[src/rtl/drlp_sld_feeder.sv]
// Streams column words from the column buffer into the sliding register file.
// Reads are paced by a 2-entry FIFO budget; shifts are paced by i_ready.
module drlp_sld_feeder #(
    parameter int DATA_WIDTH = 8,
    parameter int ROW_NUM    = 6,
    parameter int ADDR_WIDTH = 10
) (
    input  logic                             i_clk,
    input  logic                             i_rst,
    input  logic                             i_start,
    input  logic [ADDR_WIDTH-1:0]            i_base_addr,
    input  logic [7:0]                       i_num_cols,
    input  logic [1:0]                       i_mode,
    input  logic                             i_3x3,
    output logic                             o_rd_en,
    output logic [ADDR_WIDTH-1:0]            o_rd_addr,
    input  logic [DATA_WIDTH*ROW_NUM-1:0]    i_rd_data,
    input  logic                             i_ready,
    output logic [DATA_WIDTH*ROW_NUM-1:0]    o_data,
    output logic                             o_shift,
    output logic [1:0]                       o_mode,
    output logic                             o_3x3,
    output logic                             o_win_valid,
    output logic                             o_busy,
    output logic                             o_done
);
    localparam int DW = DATA_WIDTH * ROW_NUM;

    typedef enum logic [1:0] {S_IDLE, S_STREAM, S_DRAIN, S_DONE} state_t;

    state_t                r_state;
    state_t                w_next;
    logic [ADDR_WIDTH-1:0] r_base;
    logic [7:0]            r_count;
    logic [7:0]            r_issued;
    logic [7:0]            r_shift_cnt;
    logic [1:0]            r_mode;
    logic                  r_3x3;
    logic                  r_inflight;
    logic [DW-1:0]         r_fifo [2];
    logic                  r_wptr;
    logic                  r_rptr;
    logic [1:0]            r_occ;
    logic                  r_win_valid;

    logic                  w_start_ok;
    logic                  w_rd_en;
    logic                  w_shift;
    logic                  w_last_pop;
    logic [7:0]            w_shift_inc;
    logic [7:0]            w_fill;

    assign w_start_ok  = (r_state == S_IDLE) && i_start && (i_num_cols != 8'd0);
    // Budget counts the read already in flight so the FIFO can never overflow.
    assign w_rd_en     = (r_state == S_STREAM) && (r_issued < r_count) &&
                         (({1'b0, r_occ} + {2'b00, r_inflight}) < 3'd2);
    assign w_shift     = (r_occ != 2'd0) && i_ready;
    assign w_last_pop  = w_shift && (r_occ == 2'd1) && !r_inflight;
    assign w_shift_inc = (r_shift_cnt == 8'hFF) ? 8'hFF : r_shift_cnt + 8'd1;
    assign w_fill      = (r_mode == 2'b00) ? 8'd3 : 8'd6;

    always_comb begin
        w_next = r_state;
        case (r_state)
            S_IDLE:   if (i_start) w_next = (i_num_cols != 8'd0) ? S_STREAM : S_DONE;
            S_STREAM: if (r_issued == r_count) w_next = S_DRAIN;
            S_DRAIN:  if (w_last_pop) w_next = S_DONE;
            S_DONE:   w_next = S_IDLE;
            default:  w_next = S_IDLE;
        endcase
    end

    always_ff @(posedge i_clk or negedge i_rst) begin
        if (!i_rst) begin
            r_state     <= S_IDLE;
            r_base      <= '0;
            r_count     <= '0;
            r_issued    <= '0;
            r_shift_cnt <= '0;
            r_mode      <= '0;
            r_3x3       <= 1'b0;
            r_inflight  <= 1'b0;
            r_win_valid <= 1'b0;
        end else begin
            r_state     <= w_next;
            r_inflight  <= w_rd_en;
            r_win_valid <= w_shift && (w_shift_inc >= w_fill);
            if (w_start_ok) begin
                r_base      <= i_base_addr;
                r_count     <= i_num_cols;
                r_mode      <= i_mode;
                r_3x3       <= i_3x3;
                r_issued    <= '0;
                r_shift_cnt <= '0;
            end else begin
                if (w_rd_en) r_issued <= r_issued + 8'd1;
                if (w_shift) r_shift_cnt <= w_shift_inc;
            end
        end
    end

    always_ff @(posedge i_clk or negedge i_rst) begin
        if (!i_rst) begin
            for (int i = 0; i < 2; i++) r_fifo[i] <= '0;
            r_wptr <= 1'b0;
            r_rptr <= 1'b0;
            r_occ  <= 2'd0;
        end else begin
            if (r_inflight) begin
                r_fifo[r_wptr] <= i_rd_data;
                r_wptr         <= ~r_wptr;
            end
            if (w_shift) r_rptr <= ~r_rptr;
            case ({r_inflight, w_shift})
                2'b10:   r_occ <= r_occ + 2'd1;
                2'b01:   r_occ <= r_occ - 2'd1;
                default: r_occ <= r_occ;
            endcase
        end
    end

    assign o_rd_en     = w_rd_en;
    assign o_rd_addr   = r_base + ADDR_WIDTH'(r_issued);
    assign o_data      = r_fifo[r_rptr];
    assign o_shift     = w_shift;
    assign o_mode      = r_mode;
    assign o_3x3       = r_3x3;
    assign o_win_valid = r_win_valid;
    assign o_busy      = (r_state == S_STREAM) || (r_state == S_DRAIN);
    assign o_done      = (r_state == S_DONE);

endmodule

[config.mk]
export PLATFORM = sky130hd
export DESIGN_NAME = drlp_sld_feeder
export DESIGN_NICKNAME = d
export VERILOG_FILES = /design/src/rtl/drlp_sld_feeder.sv
export SDC_FILE = /design/constraint.sdc
export NUM_CORES = 1
export LEC_CHECK = 0
export ABC_CLOCK_PERIOD_IN_PS = 4400
export CAP_MARGIN = 5
export CORE_UTILIZATION = 56
export CTS_CLUSTER_SIZE = 20
export DETAILED_ROUTE_END_ITERATION = 8
export GPL_TIMING_DRIVEN = 1
export PLACE_DENSITY = 0.87
export SYNTH_ARGS = -nofsm -noshare
export SYNTH_HDL_FRONTEND = slang
export SYNTH_SLANG_ARGS = --single-unit
[constraint.sdc]
create_clock -name i_clk -period 4.4 [get_ports i_clk]
set_input_delay 0.88 -clock i_clk [delete_from_list [all_inputs] [get_ports i_clk]]
set_output_delay 0.88 -clock i_clk [all_outputs]
set_load 0.05 [all_outputs]
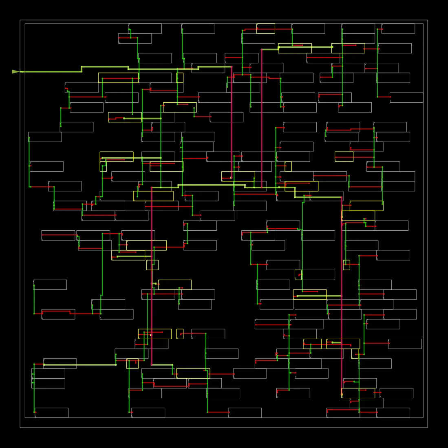
Fig. 1. The clock network.
Clk. pwr: 1.45 mW
Insertion Delay late pin: 420 ps
Setup Skew: 4.799 ps
Sink Count: 141
Num CTS Buffers: 17

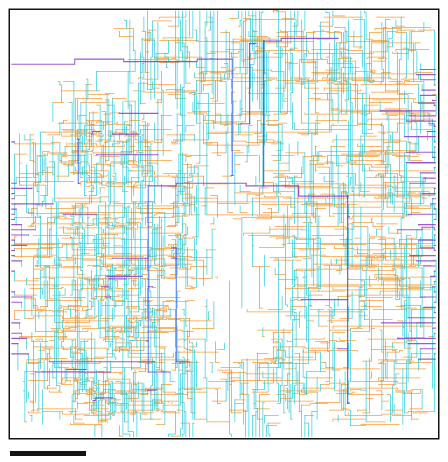
Fig. 2. Wiring by layer.
The bar under the picture is 20 um long.
[orange] metal 1 | wire length: 6550 um
[purple] metal 3 | wire length: 577 um
[cyan] metal 2 | wire length: 7660 um
[blue] metal 4 | wire length: 235 um

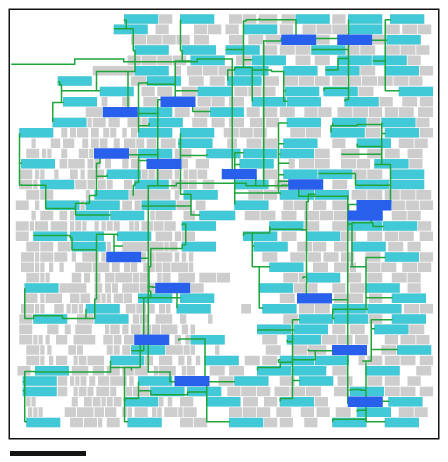
Fig. 3. Clock distribution.
The bar under the picture is 20 um long.
[green] clock wires | length: 1600 um
[cyan] flip-flops | count: 141
[blue] clock drivers | count: 17
flops lie: all over the die
routed clock nets: 18

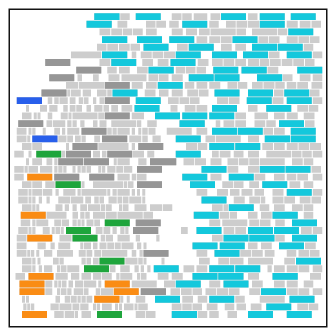
Fig. 4. Sequential cells colored by netlist name.
Other sequential cells in the stronger gray, the rest of the logic in the fainter gray.
[blue] o_mode | sequential cells: 2
[green] r_issued | sequential cells: 8
[orange] r_base | sequential cells: 10 | where: south-west
[cyan] r_fifo | sequential cells: 96
not colored: 25
final core occ: 74.91%
FF+latch area: 3530 um^2

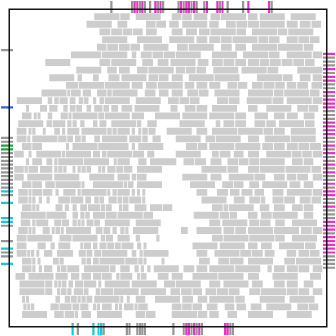
Fig. 5. Ports around the boundary.
Pins as bars across the die edge, other pins in gray.
[green] i_mode | pins: 2 | direction: input | edge: west
[cyan] o_rd_addr | pins: 10 | direction: output | edge: 6 west, 4 south
[magenta] o_data | pins: 48 | direction: output | edge: 28 east, 14 north, 6 south
[blue] o_shift | pins: 1 | direction: output | edge: west
all pins by edge: 57 east, 30 north, 27 west, 25 south
Port Buf Inserts: 138
Die Y: 112.5 um

==> results_dict.tcl <==
# implementation run metrics
set metrics [dict create \
    outcome "finished clean" \
    final_cell_mix "mux2_2 (144), dfrtp_1 (140), clkdlybuf4s50_1 (135), nand2_1 (60), ha_1 (28)" \
    critical_path.max_fanout 14 \
    std_cell_rows 40 \
    switchingPower_mw 3.553 \
    placed_area_um2 8348 \
    min_period_ps 4074 \
    hp-class "in -> async" \
    pwr-share-clk_pct 17.7 \
    synth_cell_types 45 \
    overflow 0 \
    fmax_ghz 0.2454 \
    drt_iter0_markers 285 \
    chipArea_um2 12660 \
    synthAdderAreaFrac_pct 5.413 \
    cts_tree "done" \
    final_hold_viol_count 0 \
    drt_first_pass_iters 4 \
    intPower_mw 4.675 \
    crit_type "reg -> out" \
    grt_pass1_vias 5116 \
    synth_area_um2 6842 \
    diodes 0 \
    vias_per_cell 5.620 \
    warning_count 31 \
    nFillCells 781 \
    max-slew-margin-rel_pct 36.26 \
    fin_area_um2 8960 \
    yosys_warnings 0 \
    rsz0062_at_grt "false" \
    wire_per_inst_um 17.51 \
    ir_drop_mv 0.6046 \
    finalNetCount 800 \
    drive_gt1_share_pct 27.43 \
    track_usage_pct 24.96 \
    setup_viol 0 \
    xor_area_share_pct 1.536 \
    drc_errors 0 \
    die_width_um 112.5 \
    syn2layout_area_growth_pct 30.96 \
    combinationalPowerShare_pct 54.4 \
    lay_top_count "mux2_2" \
    synth_nets 663 \
    ys_seq_share_pct 51.57 \
    top_logic_kind "multiplexers" \
    mux_share_pct 24.58 \
    startpoint_type "flop" \
    cts_max_path_buffers 2 \
    sw_frac_of_total_pct 43.18 \
    io_pins 139 \
    dp_hpwl_um 10100 \
    drv_cap 0 \
    synthArstFlopShare_pct 100.0 \
    root_buffer "clkbuf_16" \
    flop_cell "dfrtp_1" \
    grt_max_degree 73 \
    edf_count 0 \
    gp_congestion 0.8254 \
    tightestPinTransition_ps 953.8 \
    grt_pass1_wl_um 24500 \
    drt-total-wl_um 15020 \
    ys_area_um2 6842 \
    p_seq_share_pct 28.0 \
    fp_util_pct 57.20 \
    vias 4822 \
    cp-end-kind "output port" \
    syn_inst 561 \
    synth-seq-cells 141 \
    synth.cellmix.simpleShare_pct 8.778 \
    core_area_um2 11960 \
    setup-tns-final_ps 0 \
    finalCritPeriodShare_pct 92.60 \
    cts.clk_slew.worst_paths_ps 60 \
    cellLeakagePower_nw 3.903 \
    worstPathArrival_ps 3190 \
    yosys_cells 561 \
    synthAoiAreaFrac_pct 5.413 \
    antenna_found_initial 0 \
    avgSynthCellArea_um2 12.20 \
    power.density_nw_per_um2 918.4 \
    slew_violations 0 \
    ant_nets 0 \
    worstPathRequired_ps 3520 \
    h-tree-depth 4 \
]
[cell type report]
cell class | instances | area, um^2 | share of cell area, %
clock buffers | 20 | 466.7 | 5.209
clock inverters | 12 | 142.6 | 1.592
inverters | 17 | 63.81 | 0.7122
multi-input cells | 376 | 3138 | 35.02
flip-flops and latches | 141 | 3530 | 39.39
well taps | 147 | 183.9 | 2.053
repair buffers | 145 | 1435 | 16.02
[synth_stat cells, types with 2 or more instances]
master	number	area share, %
a21oi_1	13	0.95
buf_1	9	0.49
and2_1	3	0.27
nand4_1	5	0.46
nor2_1	12	0.66
and4_1	2	0.26
nor3_1	7	0.51
nand2_1	61	3.3
clkbuf_1	11	0.60
mux2_2	144	24
nor2b_1	6	0.55
nand3_1	11	0.80
mux2i_1	6	0.88
buf_2	5	0.37
xor2_1	5	0.64
o21ai_0	21	1.5
a21o_1	2	0.22
inv_1	17	0.93
o211ai_1	3	0.33
o31ai_1	4	0.44
nor4_1	3	0.27
ha_1	28	5.1
nor3b_1	2	0.22
or4_1	4	0.44
a211oi_1	3	0.33
xnor2_1	7	0.90
a31oi_1	9	0.82
dfrtp_1	141	52
[per-layer routing]
metal  wire length [um]  GRT usage, %  vias up
li1                   -             -     2260
met1               6550         31.02     2409
met2               7661         43.31      133
met3                576         5.076       20
met4                234         8.978        0
met5                  0             0        -
[registers in the layout, indices dropped and copies added, names as in the netlist]
| register | count |
|---|---|
| o_3x3 | 1 |
| o_mode | 2 |
| o_win_valid | 1 |
| r_base | 10 |
| r_count | 8 |
| r_fifo | 96 |
| r_inflight | 1 |
| r_issued | 8 |
| r_occ | 2 |
| r_rptr | 1 |
| r_shift_cnt | 8 |
| r_state | 2 |
| r_wptr | 1 |
[through the flow]
step	hold slack, ps	cells	setup WS, ps	power [mW]	util (%)
2_1_floorplan	452.3	561	1205	5.447	-
3_3_place_gp	462.0	826	618.5	6.596	69.79
3_5_place_dp	485.0	826	535.0	6.761	69.79
4_1_cts	487.0	858	81.81	8.271	74.88
5_1_grt	510.4	858	113.8	8.615	74.91
6_report	468.3	858	325.7	8.228	74.91
[worst max-delay path: stages, from the launching register on]
cell             delay [ps]
dfrtp_1                 460
ha_1                    340
nor2b_1                 190
o211ai_1                110
a21oi_1                 650
nor2_1                  260
clkdlybuf4s50_1         760
[repair_timing]
action / CTS / global route
hold buffers: 0 / 0
resized: 0 / 1
setup buffers: 0 / 0
endpoints found under the setup margin: 0 / 1
[power by group through the flow]
| stage | clock [mW] | sequential, mW | combinational (mW) |
|---|---|---|---|
| finish | 1.45 | 2.30 | 4.47 |
| floorplan | 0 | 2.21 | 3.24 |
| CTS | 1.48 | 2.30 | 4.49 |
| global route | 1.53 | 2.37 | 4.71 |
| global placement | 0 | 2.25 | 4.35 |
| detailed placement | 0 | 2.31 | 4.45 |
[worst paths after layout]
check	slack, ps	from	end	depth (start not counted)
worst max-delay path	330	r_issued[1]	o_rd_en	6
worst min-delay path	470	i_rst	r_fifo[66]	1
worst max register to register	1830	r_shift_cnt[0]	o_win_valid	8
worst min register to register	490	r_base[6]	r_base[6]	2
max in group asynchronous	2980	i_rst	r_fifo[84]	2
min in group i_clk	490	r_base[6]	r_base[6]	2
Power is estimated from default activity; no workload was simulated.
